File: src/rtl/cnn_layer_sequencer.sv
// cnn_layer_sequencer: launches the CNN layer blocks one at a time over their
// shared level start/done handshake. It masks stale done levels left over from
// the previous inference and guards every stage with a programmable watchdog.
// Optional feature macro: CNN_SEQ_PERF_CNT_EN (busy-cycle counter on run_cycles_o).
module cnn_layer_sequencer #(
  parameter int NUM_STAGES = 6,
  parameter int STAGE_W    = 3,
  parameter int TIMEOUT_W  = 24
) (
  input  logic                  clk,
  input  logic                  reset,
  input  logic                  run_req_i,
  input  logic                  abort_i,
  input  logic [TIMEOUT_W-1:0]  timeout_cycles_i,
  input  logic [NUM_STAGES-1:0] stage_done_i,
  output logic [NUM_STAGES-1:0] stage_start_o,
  output logic                  busy_o,
  output logic                  done_o,
  output logic                  error_o,
  output logic [STAGE_W-1:0]    cur_stage_o,
  output logic [STAGE_W-1:0]    err_stage_o,
  output logic [31:0]           run_cycles_o
);

  typedef enum logic [2:0] {S_IDLE, S_ARM, S_WAIT, S_GAP, S_ERROR} state_t;

  state_t                  state_q, state_d;
  logic [NUM_STAGES-1:0]   start_q, start_d;
  logic                    busy_q, busy_d;
  logic                    done_q, done_d;
  logic                    error_q, error_d;
  logic [STAGE_W-1:0]      cur_q, cur_d;
  logic [STAGE_W-1:0]      err_stg_q, err_stg_d;
  logic [TIMEOUT_W-1:0]    wdog_q, wdog_d;

  logic                    cur_done;
  logic [NUM_STAGES-1:0]   cur_onehot;
  logic                    last_stage;
  logic                    wdog_hit;
  logic                    run_acc;

  // Select the done level of the current stage and its one-hot start pattern.
  always_comb begin
    cur_done   = 1'b0;
    cur_onehot = '0;
    for (int i = 0; i < NUM_STAGES; i++) begin
      if (cur_q == STAGE_W'(i)) begin
        cur_done      = stage_done_i[i];
        cur_onehot[i] = 1'b1;
      end
    end
  end

  assign last_stage = (cur_q == STAGE_W'(NUM_STAGES - 1));
  // A zero limit disables the watchdog; the limit is live, not latched.
  assign wdog_hit   = (timeout_cycles_i != '0) && (wdog_q == timeout_cycles_i);
  // run_req is only honoured when not running, and abort always beats it.
  assign run_acc    = run_req_i && !abort_i && (state_q == S_IDLE || state_q == S_ERROR);

  // Next-state and registered-output logic for the stage scheduler.
  always_comb begin
    state_d   = state_q;
    start_d   = start_q;
    busy_d    = busy_q;
    done_d    = done_q;
    error_d   = error_q;
    cur_d     = cur_q;
    err_stg_d = err_stg_q;
    wdog_d    = wdog_q;
    if (abort_i) begin
      state_d = S_IDLE;
      start_d = '0;
      busy_d  = 1'b0;
      done_d  = 1'b0;
      error_d = 1'b0;
    end else begin
      case (state_q)
        S_IDLE, S_ERROR: begin
          if (run_acc) begin
            state_d   = S_ARM;
            start_d   = NUM_STAGES'(1);
            busy_d    = 1'b1;
            done_d    = 1'b0;
            error_d   = 1'b0;
            err_stg_d = '0;
            cur_d     = '0;
            wdog_d    = '0;
          end
        end
        S_ARM: begin
          // Hold start until the layer drops any done left from the last run.
          wdog_d = wdog_q + 1'b1;
          if (wdog_hit) begin
            state_d   = S_ERROR;
            start_d   = '0;
            busy_d    = 1'b0;
            error_d   = 1'b1;
            err_stg_d = cur_q;
          end else if (!cur_done) begin
            state_d = S_WAIT;
          end
        end
        S_WAIT: begin
          // A done seen on the watchdog's final cycle still counts as success.
          wdog_d = wdog_q + 1'b1;
          if (cur_done) begin
            state_d = S_GAP;
            start_d = '0;
          end else if (wdog_hit) begin
            state_d   = S_ERROR;
            start_d   = '0;
            busy_d    = 1'b0;
            error_d   = 1'b1;
            err_stg_d = cur_q;
          end
        end
        S_GAP: begin
          if (last_stage) begin
            state_d = S_IDLE;
            busy_d  = 1'b0;
            done_d  = 1'b1;
          end else begin
            state_d = S_ARM;
            cur_d   = cur_q + 1'b1;
            start_d = cur_onehot << 1;
            wdog_d  = '0;
          end
        end
        default: begin
          state_d = S_IDLE;
          start_d = '0;
          busy_d  = 1'b0;
        end
      endcase
    end
  end

  // State and output registers, cleared asynchronously.
  always_ff @(posedge clk or posedge reset) begin
    if (reset) begin
      state_q   <= S_IDLE;
      start_q   <= '0;
      busy_q    <= 1'b0;
      done_q    <= 1'b0;
      error_q   <= 1'b0;
      cur_q     <= '0;
      err_stg_q <= '0;
      wdog_q    <= '0;
    end else begin
      state_q   <= state_d;
      start_q   <= start_d;
      busy_q    <= busy_d;
      done_q    <= done_d;
      error_q   <= error_d;
      cur_q     <= cur_d;
      err_stg_q <= err_stg_d;
      wdog_q    <= wdog_d;
    end
  end

  assign stage_start_o = start_q;
  assign busy_o        = busy_q;
  assign done_o        = done_q;
  assign error_o       = error_q;
  assign cur_stage_o   = cur_q;
  assign err_stage_o   = err_stg_q;

`ifdef CNN_SEQ_PERF_CNT_EN
  logic [31:0] rc_q, rc_d;

  // Busy-cycle counter: cleared on an accepted run, saturating, frozen when idle.
  always_comb begin
    rc_d = rc_q;
    if (run_acc) begin
      rc_d = '0;
    end else if (busy_q && (rc_q != '1)) begin
      rc_d = rc_q + 1'b1;
    end
  end

  // Counter register.
  always_ff @(posedge clk or posedge reset) begin
    if (reset) begin
      rc_q <= '0;
    end else begin
      rc_q <= rc_d;
    end
  end

  assign run_cycles_o = rc_q;
`else
  assign run_cycles_o = '0;
`endif

endmodule

File: config.mk
export PLATFORM = sky130hd
export DESIGN_NAME = cnn_layer_sequencer
export DESIGN_NICKNAME = d
export VERILOG_FILES = /design/src/rtl/cnn_layer_sequencer.sv
export SDC_FILE = /design/constraint.sdc
export NUM_CORES = 1
export LEC_CHECK = 0
export CORE_ASPECT_RATIO = 1.75
export CORE_MARGIN = 3
export CORE_UTILIZATION = 25
export DETAILED_ROUTE_END_ITERATION = 10
export HOLD_SLACK_MARGIN = 0.02
export MAX_ROUTING_LAYER = met4
export PLACE_DENSITY = 0.51
export SYNTH_ARGS = -nofsm -noshare
export SYNTH_HDL_FRONTEND = slang
export SYNTH_SLANG_ARGS = --single-unit
File: constraint.sdc
create_clock -name clk -period 6.85 [get_ports clk]
set_input_delay 1.37 -clock clk [delete_from_list [all_inputs] [get_ports clk]]
set_output_delay 1.37 -clock clk [all_outputs]
set_load 0.01 [all_outputs]
Figure 1. Selected gate families.
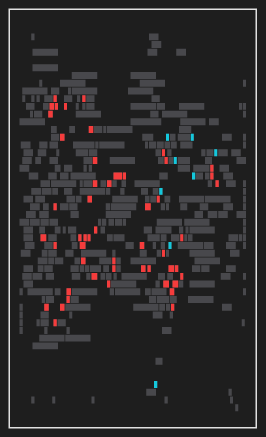
- NAND gates: red (cells 51; most used nand2_1)
- inverters: cyan (cells 8; most used inv_1)
Final Instance Count excl. Fillers: 493
most frequently placed logic cell in the final layout: clkdlybuf4s50_1
combinational share of cell area: 0.455

Figure 2. The clock network.
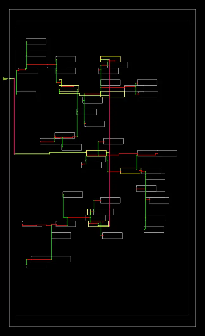
seq_cells: 42
CTS buffer count: 5
Clock Latency Late Sink: 0.29 ns
clock sink count: 42
Worst Skew: 0.00686 ns

Figure 3. The metal 1 layer.
Supply wires on this layer in grey.
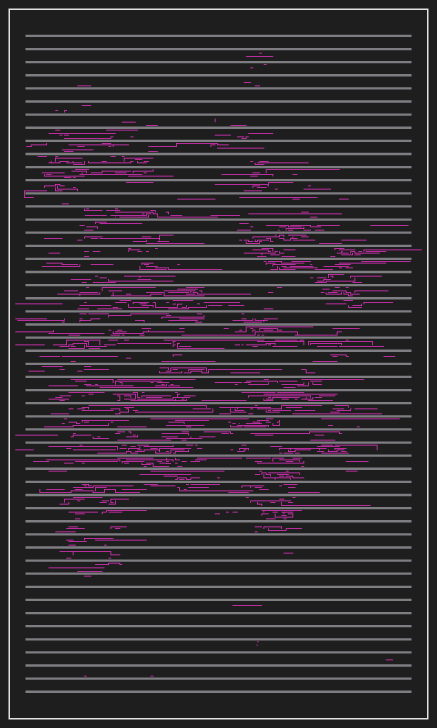
- longest straight run: 24.4 um
- wire length on this layer: 2810 um
- nets with wire on the layer: 326

Figure 4. Supply network.
Pins as bars on the die edge.
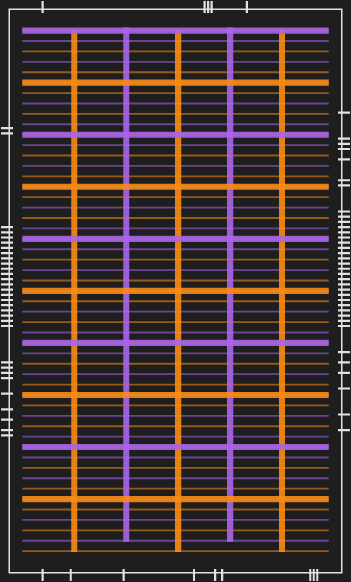
- VDD: purple
- VSS: orange
- rows: 50
- met4 straps: 5

Figure 5. Where the registers sit.
Other sequential cells in the stronger grey, the rest of the logic in the fainter grey.
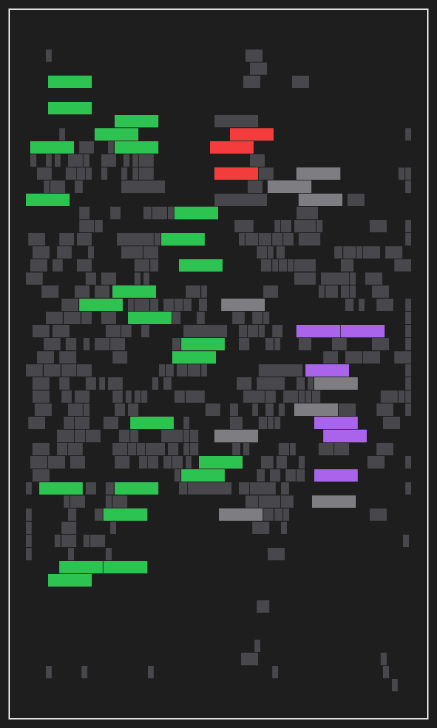
- `wdog_q`: green (placed flops 24)
- `err_stage_o`: red (placed flops 3)
- `stage_start_o`: purple (placed flops 6; where east)

==> worst register-to-register path, delay by kind of cell (launching register included) <==
family | cells | cell delay, ns
compound gates | 6 | 1.69
fa+ha+maj | 1 | 0.28
buf+inv | 1 | 0.11
flops | 1 | 0.56
==> where the power goes <==
| group | internal (uW) | leakage (uW) | switching, uW |
|---|---|---|---|
| logic | 114 | 0.000901 | 161 |
| clock network | 172 | 0.0000781 | 91.8 |
| registers | 267 | 0.000582 | 41.3 |
==> flip-flops by register name, indices dropped and copies added, names as in the netlist <==
signal	flops
busy_o	1
cur_stage_o	3
done_o	1
err_stage_o	3
error_o	1
stage_start_o	6
state_q	3
wdog_q	24
==> how the worst max path moves through the flow <==
stage | depth (start not counted) | to | startpoint | slack [ns]
2_1_floorplan | 6 | stage_start_o[1] | timeout_cycles_i[9] | 3.97
3_3_place_gp | 7 | err_stage_o[2] | timeout_cycles_i[18] | 3.01
3_5_place_dp | 7 | err_stage_o[0] | timeout_cycles_i[18] | 2.98
4_1_cts | 7 | err_stage_o[0] | timeout_cycles_i[18] | 3.27
5_1_grt | 7 | err_stage_o[0] | timeout_cycles_i[5] | 3.22
6_report | 7 | err_stage_o[0] | timeout_cycles_i[18] | 3.26
==> logic make-up after synthesis <==
family	Yosys count
muxes	2
buffers and inverters	48
DFF	42
other	1
xor gates and xnor gates	42
and+or+nand+nor	119
adders and majority gates	6
AOI/OAI and AO/OA	54
==> per-stage QoR <==
stage               hold slack [ns]  area (sq um)  utilization  setup WS (ns)  std cells
floorplan                     0.505          2950            -           3.97        345
global placement              0.481          3330        0.306           3.01        485
detailed placement            0.480          3330        0.306           2.98        485
CTS                           0.493          3490        0.321           3.27        493
global route                  0.517          3490        0.321           3.22        493
finish                        0.488          3490        0.321           3.26        493
==> flow_metrics.py <==
# Physical implementation metrics
metrics = {
    "worst_setup_path": {
        "crit_buf_inv": 1,
        "crit_slowest_cell": "nor4_1",
        "r2r_end": "stage_start_o[1]",
        "crit_type": "primary input to flop",
        "worstPathCellList": "clkdlybuf4s50_1 > xor2_1 > nor4_1 > nand2_1 > nor4_1 > a31oi_1 > a22o_1",
    },
    "layout": {
        "clock_buffers": 7,
        "multi_input_comb_area_sq_um": 1590,
        "largest_class": "multi-input combinational cells",
        "fillerInstances": 1150,
        "mostFrequentLayoutCells": "clkdlybuf4s50_1 (48), dfrtp_1 (42), xor2_1 (39), conb_1 (32), nor2_1 (29)",
        "buffers": 50,
        "drive_gt1_frac": 0.0579,
        "clock_area_frac": 0.0466,
    },
    "drt": {
        "highest_layer": "met4",
        "wl_met1_um": 2810,
    },
    "synthesis": {
        "yosys_area_sq_um": 2830,
        "yosys-top-cells-count": "dfrtp_1 (42), xor2_1 (39), buf_4 (33), nor2_1 (29), nand2_1 (28)",
        "ys_sh_adder": 0.0265,
        "yosys-top-cells-area": "dfrtp_1 (37%), xor2_1 (12%), buf_4 (8.7%), nor2_1 (3.8%), nand2_1 (3.7%)",
        "most_common_cell": "dfrtp_1",
        "netlist_area_sq_um": 2830,
    },
    "pwr": {
        "pwr_density_cell_nw_per_um2": 243,
    },
    "global_routing": {
        "global_route.usage.total": 0.121,
    },
    "die": {
        "die-area_sq_um": 12700,
        "core_sq_um": 10900,
        "boundaryPins": 81,
        "die_x_um": 86.5,
    },
    "sta": {
        "finalSetupViolations": 0,
        "setup_tns_ns": 0,
        "max_freq_ghz": 0.279,
        "fin_crit_ns": 3.59,
        "final_max_slew_viol_count": 0,
    },
    "clock_network": {
        "cts_root_buf": "clkbuf_16",
        "cts_setup_buffers": 0,
        "cts_resized": 0,
        "cts_hold_buf": 0,
        "cts_buffer_depth": 2,
    },
    "outcome": {
        "status": "complete, no violations",
    },
}
Power is estimated from default activity; no workload was simulated.
